Figure 1. Sequential cells coloured by netlist name.
Drawn at 3 px/um.
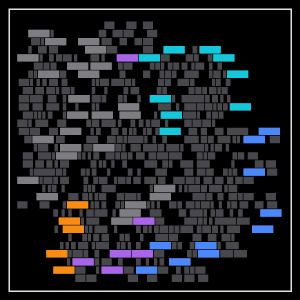
Figure 2. Selected gate families.
Drawn at 4 px/um.
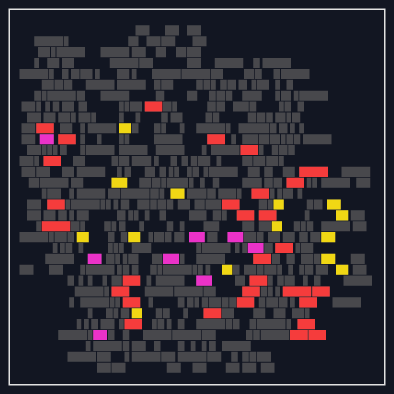
Figure 3. Clock routing.
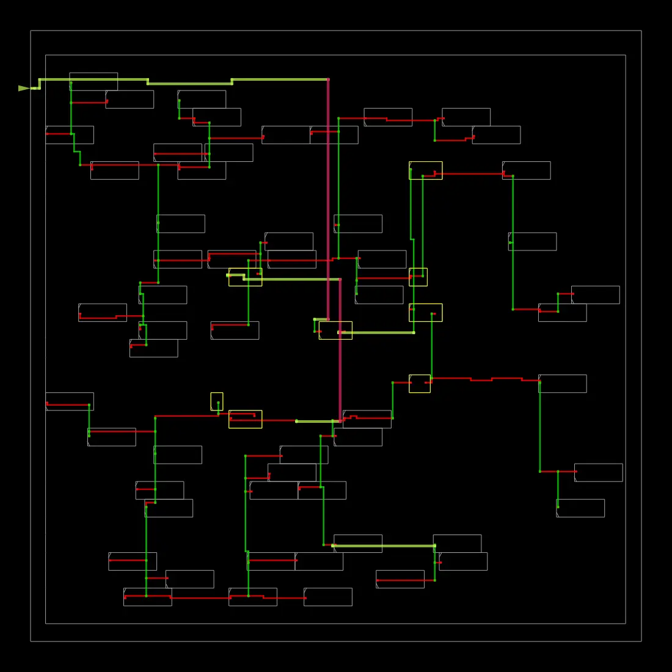
Figure 4. Wires at chosen ports, followed through buffers.
Drawn at 4 px/um.
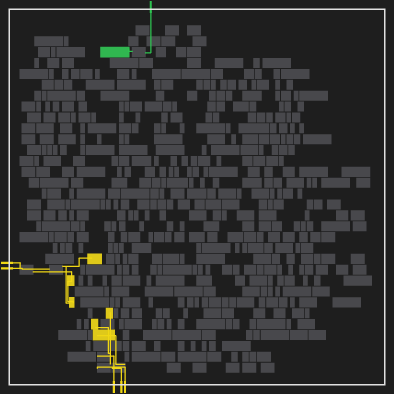
$ cat src/rtl/gsim_pkg.sv
// Shared definitions for the Gauss-Seidel sequencer: state encoding, memory
// layout strides and the address helpers used by the top level.
package gsim_pkg;

    typedef enum logic [2:0] {
        ST_IDLE  = 3'd0,
        ST_FETCH = 3'd1,
        ST_DRAIN = 3'd2,
        ST_WRITE = 3'd3,
        ST_DONE  = 3'd4
    } gsim_state_e;

    localparam int MAT_STRIDE = 17;
    localparam int X_STRIDE   = 16;
    localparam int NROW       = 16;
    localparam int B_OFFSET   = 16;

    // Read address of read number idx within matrix mat: b first, then rows 0..15 cycling.
    function automatic logic [9:0] rd_addr_f(input logic [4:0] mat, input logic [8:0] idx);
        logic [9:0] base;
        logic [3:0] row;
        base = 10'(mat) * 10'(MAT_STRIDE);
        row  = 4'(idx - 9'd1);
        if (idx == 9'd0) begin
            rd_addr_f = base + 10'(B_OFFSET);
        end else begin
            rd_addr_f = base + {6'd0, row};
        end
    endfunction

    // Result address of x element sel for matrix mat.
    function automatic logic [8:0] x_addr_f(input logic [4:0] mat, input logic [3:0] sel);
        x_addr_f = 9'(mat) * 9'(X_STRIDE) + {5'd0, sel};
    endfunction

endpackage

$ cat src/rtl/gsim_rd_credit.sv
// Outstanding-read tracker: counts accepted-but-unreturned reads, tells the
// sequencer whether another request may be raised next cycle, and numbers the
// in-order return beats of the current matrix.
module gsim_rd_credit #(
    parameter int MAX_OUTST = 4
) (
    input  logic       i_clk,
    input  logic       i_reset,
    input  logic       i_clr,
    input  logic       i_inc,
    input  logic       i_dec,
    output logic [2:0] o_cnt_next,
    output logic       o_issue_ok,
    output logic [8:0] o_beat_idx
);

    localparam logic [2:0] MAX_C = 3'(MAX_OUTST);

    logic [2:0] cnt_q, cnt_d;
    logic [8:0] beat_q, beat_d;
    logic       dec_ok_s;

    // Next outstanding count and beat index; a simultaneous accept and return cancel.
    always_comb begin
        cnt_d    = cnt_q;
        beat_d   = beat_q;
        dec_ok_s = i_dec && ((cnt_q != 3'd0) || i_inc);
        if (i_clr) begin
            cnt_d  = 3'd0;
            beat_d = 9'd0;
        end else begin
            case ({i_inc, dec_ok_s})
                2'b10:   cnt_d = cnt_q + 3'd1;
                2'b01:   cnt_d = cnt_q - 3'd1;
                default: cnt_d = cnt_q;
            endcase
            if (dec_ok_s) begin
                beat_d = beat_q + 9'd1;
            end else begin
                beat_d = beat_q;
            end
        end
    end

    // Credit and beat registers.
    always_ff @(posedge i_clk) begin
        if (i_reset) begin
            cnt_q  <= 3'd0;
            beat_q <= 9'd0;
        end else begin
            cnt_q  <= cnt_d;
            beat_q <= beat_d;
        end
    end

    assign o_cnt_next = cnt_d;
    assign o_issue_ok = (cnt_d < MAX_C);
    assign o_beat_idx = beat_q;

endmodule

$ cat src/rtl/gsim_seq.sv
// Gauss-Seidel matrix sequencer: streams b and ITER sweeps of matrix rows from
// memory with a bounded number of reads in flight, steers return beats to the
// datapath, then writes the 16 x results. Optional cycle counter enabled by
// defining GSIM_SEQ_PERF_CNT_EN.
module gsim_seq
    import gsim_pkg::*;
#(
    parameter int ITER      = 16,
    parameter int MAX_OUTST = 4
) (
    input  logic        i_clk,
    input  logic        i_reset,
    input  logic        i_module_en,
    input  logic [4:0]  i_matrix_num,
    output logic        o_proc_done,
    output logic        o_mem_rreq,
    output logic [9:0]  o_mem_addr,
    input  logic        i_mem_rrdy,
    input  logic        i_mem_dout_vld,
    output logic        o_dp_ld_b,
    output logic        o_dp_row_vld,
    output logic [3:0]  o_dp_row_idx,
    output logic        o_x_wen,
    output logic [8:0]  o_x_addr,
    output logic [3:0]  o_x_sel
`ifdef GSIM_SEQ_PERF_CNT_EN
    ,
    output logic [19:0] o_cycle_cnt
`endif
);

    // Index of the final read of a matrix (b plus NROW*ITER rows).
    localparam logic [8:0] LAST_RD = 9'(NROW * ITER);

    gsim_state_e state_q, state_d;
    logic [4:0]  mat_q, mat_d;
    logic [4:0]  num_q, num_d;
    logic [8:0]  rd_cnt_q, rd_cnt_d;
    logic        rreq_q, rreq_d;
    logic [9:0]  addr_q, addr_d;
    logic        x_wen_q, x_wen_d;
    logic [3:0]  x_sel_q, x_sel_d;
    logic [8:0]  x_addr_q, x_addr_d;
    logic        done_q, done_d;

    logic        active_s;
    logic        accept_s;
    logic        ret_s;
    logic        clr_s;
    logic [2:0]  cnt_next_s;
    logic        issue_ok_s;
    logic [8:0]  beat_idx_s;

    assign active_s = (state_q == ST_FETCH) || (state_q == ST_DRAIN);
    assign accept_s = rreq_q && i_mem_rrdy;
    assign ret_s    = i_mem_dout_vld && active_s;
    assign clr_s    = !active_s || !i_module_en;

    gsim_rd_credit #(
        .MAX_OUTST (MAX_OUTST)
    ) u_rd_credit (
        .i_clk      (i_clk),
        .i_reset    (i_reset),
        .i_clr      (clr_s),
        .i_inc      (accept_s),
        .i_dec      (ret_s),
        .o_cnt_next (cnt_next_s),
        .o_issue_ok (issue_ok_s),
        .o_beat_idx (beat_idx_s)
    );

    // Sequencer next-state and next-output logic; disabling wins over everything.
    always_comb begin
        state_d  = state_q;
        mat_d    = mat_q;
        num_d    = num_q;
        rd_cnt_d = rd_cnt_q;
        rreq_d   = 1'b0;
        addr_d   = addr_q;
        x_wen_d  = 1'b0;
        x_sel_d  = x_sel_q;
        x_addr_d = x_addr_q;
        done_d   = done_q;
        if (!i_module_en) begin
            state_d  = ST_IDLE;
            mat_d    = 5'd0;
            rd_cnt_d = 9'd0;
            addr_d   = 10'd0;
            x_sel_d  = 4'd0;
            x_addr_d = 9'd0;
            done_d   = 1'b0;
        end else begin
            case (state_q)
                ST_IDLE: begin
                    num_d    = i_matrix_num;
                    mat_d    = 5'd0;
                    rd_cnt_d = 9'd0;
                    if (i_matrix_num == 5'd0) begin
                        state_d = ST_DONE;
                        done_d  = 1'b1;
                    end else begin
                        state_d = ST_FETCH;
                        addr_d  = rd_addr_f(5'd0, 9'd0);
                        rreq_d  = issue_ok_s;
                    end
                end
                ST_FETCH: begin
                    if (accept_s) begin
                        rd_cnt_d = rd_cnt_q + 9'd1;
                        if (rd_cnt_q == LAST_RD) begin
                            state_d = ST_DRAIN;
                        end else begin
                            addr_d = rd_addr_f(mat_q, rd_cnt_q + 9'd1);
                            rreq_d = issue_ok_s;
                        end
                    end else begin
                        rreq_d = issue_ok_s;
                    end
                end
                ST_DRAIN: begin
                    if (cnt_next_s == 3'd0) begin
                        state_d  = ST_WRITE;
                        x_wen_d  = 1'b1;
                        x_sel_d  = 4'd0;
                        x_addr_d = x_addr_f(mat_q, 4'd0);
                    end else begin
                        state_d = ST_DRAIN;
                    end
                end
                ST_WRITE: begin
                    if (x_sel_q != 4'd15) begin
                        x_wen_d  = 1'b1;
                        x_sel_d  = x_sel_q + 4'd1;
                        x_addr_d = x_addr_f(mat_q, x_sel_q + 4'd1);
                    end else if ((mat_q + 5'd1) < num_q) begin
                        state_d  = ST_FETCH;
                        mat_d    = mat_q + 5'd1;
                        rd_cnt_d = 9'd0;
                        addr_d   = rd_addr_f(mat_q + 5'd1, 9'd0);
                        rreq_d   = issue_ok_s;
                    end else begin
                        state_d = ST_DONE;
                        done_d  = 1'b1;
                    end
                end
                ST_DONE: begin
                    done_d = 1'b1;
                end
                default: begin
                    state_d = ST_IDLE;
                end
            endcase
        end
    end

    // Sequencer state and registered outputs.
    always_ff @(posedge i_clk) begin
        if (i_reset) begin
            state_q  <= ST_IDLE;
            mat_q    <= 5'd0;
            num_q    <= 5'd0;
            rd_cnt_q <= 9'd0;
            rreq_q   <= 1'b0;
            addr_q   <= 10'd0;
            x_wen_q  <= 1'b0;
            x_sel_q  <= 4'd0;
            x_addr_q <= 9'd0;
            done_q   <= 1'b0;
        end else begin
            state_q  <= state_d;
            mat_q    <= mat_d;
            num_q    <= num_d;
            rd_cnt_q <= rd_cnt_d;
            rreq_q   <= rreq_d;
            addr_q   <= addr_d;
            x_wen_q  <= x_wen_d;
            x_sel_q  <= x_sel_d;
            x_addr_q <= x_addr_d;
            done_q   <= done_d;
        end
    end

    assign o_proc_done  = done_q;
    assign o_mem_rreq   = rreq_q;
    assign o_mem_addr   = addr_q;
    assign o_x_wen      = x_wen_q;
    assign o_x_sel      = x_sel_q;
    assign o_x_addr     = x_addr_q;
    assign o_dp_ld_b    = ret_s && (beat_idx_s == 9'd0);
    assign o_dp_row_vld = ret_s && (beat_idx_s != 9'd0);
    assign o_dp_row_idx = 4'(beat_idx_s - 9'd1);

`ifdef GSIM_SEQ_PERF_CNT_EN
    logic [19:0] cyc_cnt_q, cyc_cnt_d;

    // Busy-cycle counter: restarts on each new run, saturates rather than wraps.
    always_comb begin
        cyc_cnt_d = cyc_cnt_q;
        if ((state_q == ST_IDLE) && (state_d == ST_FETCH)) begin
            cyc_cnt_d = 20'd0;
        end else if ((state_q != ST_IDLE) && (state_q != ST_DONE) && (cyc_cnt_q != 20'hFFFFF)) begin
            cyc_cnt_d = cyc_cnt_q + 20'd1;
        end else begin
            cyc_cnt_d = cyc_cnt_q;
        end
    end

    // Busy-cycle counter register.
    always_ff @(posedge i_clk) begin
        if (i_reset) begin
            cyc_cnt_q <= 20'd0;
        end else begin
            cyc_cnt_q <= cyc_cnt_d;
        end
    end

    assign o_cycle_cnt = cyc_cnt_q;
`endif

endmodule

$ cat config.mk
export PLATFORM = sky130hd
export DESIGN_NAME = gsim_seq
export DESIGN_NICKNAME = d
export VERILOG_FILES = /design/src/rtl/gsim_pkg.sv /design/src/rtl/gsim_rd_credit.sv /design/src/rtl/gsim_seq.sv
export SDC_FILE = /design/constraint.sdc
export NUM_CORES = 1
export LEC_CHECK = 0
export CAP_MARGIN = 10
export CORE_MARGIN = 2
export CORE_UTILIZATION = 45
export DETAILED_ROUTE_END_ITERATION = 10
export GPL_TIMING_DRIVEN = 0
export PLACE_DENSITY = 0.71
export SLEW_MARGIN = 20
export SYNTH_ARGS = -nofsm -noshare
export SYNTH_HDL_FRONTEND = slang
export SYNTH_SLANG_ARGS = --single-unit
$ cat constraint.sdc
create_clock -name i_clk -period 4.8 [get_ports i_clk]
set_input_delay 1.2 -clock i_clk [delete_from_list [all_inputs] [get_ports i_clk]]
set_output_delay 1.2 -clock i_clk [all_outputs]
set_load 0.1 [all_outputs]
==> qor.txt <==
Fraction of layout cells with a size suffix above 1 = 0.0749
Placement row count = 32
Element type at the critical path start = input pin
Area inside the core boundary = 7730 um2
Number of DRC markers in iteration 0 = 151
Biggest area contributors in the synthesized netlist = sky130_fd_sc_hd__dfxtp_1 (31%), sky130_fd_sc_hd__ha_1 (9.4%), sky130_fd_sc_hd__nor2_1 (5.8%)
Final global-route overflow total = 0
Post-Synthesis Net Count = 485
Die area = 8740 um2
Antenna violations before repair = 0
Worst relative slew slack = 0.351
Final Slew Violations = 0
Count of tool warnings = 31
Count of unique library cells instantiated by Yosys = 66
Number of cells after detailed placement = 588
Via count of the first global-routing pass = 3154
Vias = 3267
Placed cell areas = 4140 um2
Placed wire-length estimate = 6450 um
Clock input transition at the sequential cells of the worst setup and hold paths = 0.11 ns
Unrepaired setup endpoints after global routing = false
Endpoint arrival time on the critical path = 4.61 ns
Number of warnings printed during yosys synthesis = 0
Clock group share of total power = 0.314
Async set-reset flop share out of synthesis = 0
Crit path kind = input pin to flip-flop
Prevailing post-synth register cell = sky130_fd_sc_hd__dfxtp_1
Leading cell types in the layout, fill and taps excluded = sky130_fd_sc_hd__nor2_1 (56), sky130_fd_sc_hd__dfxtp_1 (56), sky130_fd_sc_hd__clkdlybuf4s50_1 (41)
Part of the power in combinational logic = 0.144
CTS tree = built
Highest attainable clock frequency = 228 MHz
Global-route wire length before repair = 14400 um
Part of the total power dissipated in sequential elements = 0.542
Min Clock Period, post-route = 4.38 ns
Width of the die = 93.5 um
Final cell count without fillers = 596
Outcome = finished, final reports clean
Mapped cell area = 3600 um2
Back to the opening pictures, Figure 1:
| colour | netlist name | flops |
|---|---|---|
| blue | o_mem_addr | 10 |
| cyan | rd_cnt_q | 9 |
| orange | num_q | 5 |
| purple | o_x_addr | 6 |
not coloured: 26

Back to the opening pictures, Figure 2:
| colour | family | cells |
|---|---|---|
| yellow | AND-OR and OR-AND gates | 14 |
| magenta | multiplexers | 8 |
| red | adder and majority cells | 30 |

Back to the opening pictures, Figure 3:
clock network power: 0.276 mW
clock network latency to the later pin of the worst-skew pair: 0.32 ns
number of clock buffers in the layout: 5
layout sequential cell count: 56
number of clock buffers inserted by TritonCTS: 5

Back to the opening pictures, Figure 4:
| colour | port | bits | direction | edge | end cells | buffers | wire |
|---|---|---|---|---|---|---|---|
| green | o_x_wen | 1 | output | top | 1 | 1 | 13.4 um |
| yellow | i_matrix_num | 5 | input | 3 bottom, 2 left | 7 | 5 | 117 um |

cell type report:
| cell class | count | area, um2 |
|---|---|---|
| inverter | 25 | 93.8 |
| fill | 710 | 3490 |
| multi-input combinational | 338 | 2260 |
| buffer | 26 | 125 |
| timing repair buffer | 41 | 410 |
| sequential | 56 | 1120 |
| clock buffer | 5 | 68.8 |
| tap | 102 | 128 |
| clock inverter | 3 | 21.3 |
per-layer routing:
layer / vias up / wire length [um] / global-route usage / share of wire
li1: 1669 / - / - / -
met1: 1526 / 3970 / 0.255 / 0.47
met2: 59 / 4110 / 0.358 / 0.48
met3: 13 / 303 / 0.0274 / 0.036
met4: 0 / 138 / 0.0784 / 0.016
met5: - / 0 / 0 / 0
metrics by stage:
stage                     total power [mW]  hold slack, ns  setup slack (ns)
final                                0.877           0.456             0.415
after global routing                 0.920           0.473             0.150
after CTS                            0.882           0.458             0.403
after detailed placement             0.611           0.442            0.0640
after global placement               0.610           0.442             0.190
after floorplan                      0.577           0.460             0.752
worst max-delay path, cell delays in order:
cell                              delay (ns)
sky130_fd_sc_hd__clkdlybuf4s50_1        0.49
sky130_fd_sc_hd__a2111oi_0              0.10
sky130_fd_sc_hd__nor4bb_1               0.27
sky130_fd_sc_hd__clkbuf_1               0.32
sky130_fd_sc_hd__ha_1                   0.25
sky130_fd_sc_hd__inv_1                  0.06
sky130_fd_sc_hd__fa_1                   0.46
sky130_fd_sc_hd__nor2b_1                0.20
sky130_fd_sc_hd__a21oi_1                0.09
sky130_fd_sc_hd__o22a_1                 0.21
sky130_fd_sc_hd__o21ai_0                0.55
sky130_fd_sc_hd__nor2_1                 0.12
sky130_fd_sc_hd__a31o_2                 0.28
sequential cells by signal (all words and copies together), names as in the netlist:
| register | cells |
|---|---|
| o_proc_done | 1 |
| o_x_wen | 1 |
| mat_q | 5 |
| o_mem_addr | 10 |
| rd_cnt_q | 9 |
| u_rd_credit.cnt_q | 3 |
| o_x_sel | 3 |
| o_mem_rreq | 1 |
| o_x_addr | 6 |
| state_q | 3 |
| num_q | 5 |
| u_rd_credit.o_beat_idx | 9 |
logic make-up after synthesis:
family,count (synthesis),synth area share
buffers and inverters,51,0.0607
and+or+nand+nor,173,0.244
AOI/OAI and AO/OA,97,0.177
muxes,8,0.0239
DFF,56,0.311
adders and majority gates,30,0.110
xor gates and xnor gates,30,0.0729
path summary, 6_finish.rpt:
| check | start | endpoint | slack, ns | depth (start not counted) |
|---|---|---|---|---|
| worst max-delay path | i_mem_rrdy | o_x_sel[0]$_SDFFE_PP0P_ | 0.42 | 13 |
| worst min-delay path | o_mem_addr[0]$_SDFFE_PP0P_ | o_mem_addr[0]$_SDFFE_PP0P_ | 0.46 | 2 |
| worst max register to register | state_q[1]$_SDFFE_PP0P_ | o_x_sel[0]$_SDFFE_PP0P_ | 1.11 | 13 |
| worst min register to register | o_mem_addr[0]$_SDFFE_PP0P_ | o_mem_addr[0]$_SDFFE_PP0P_ | 0.46 | 2 |
power by group through the flow:
stage               sequential (mW)  combinational [mW]  clock (mW)
CTS                           0.476               0.126       0.281
finish                        0.476               0.126       0.276
detailed placement            0.486               0.125           0
floorplan                     0.505              0.0712           0
global route                  0.477               0.138       0.306
global placement              0.486               0.124           0
Power figures rest on the tool's default switching activity, not on a simulated workload.
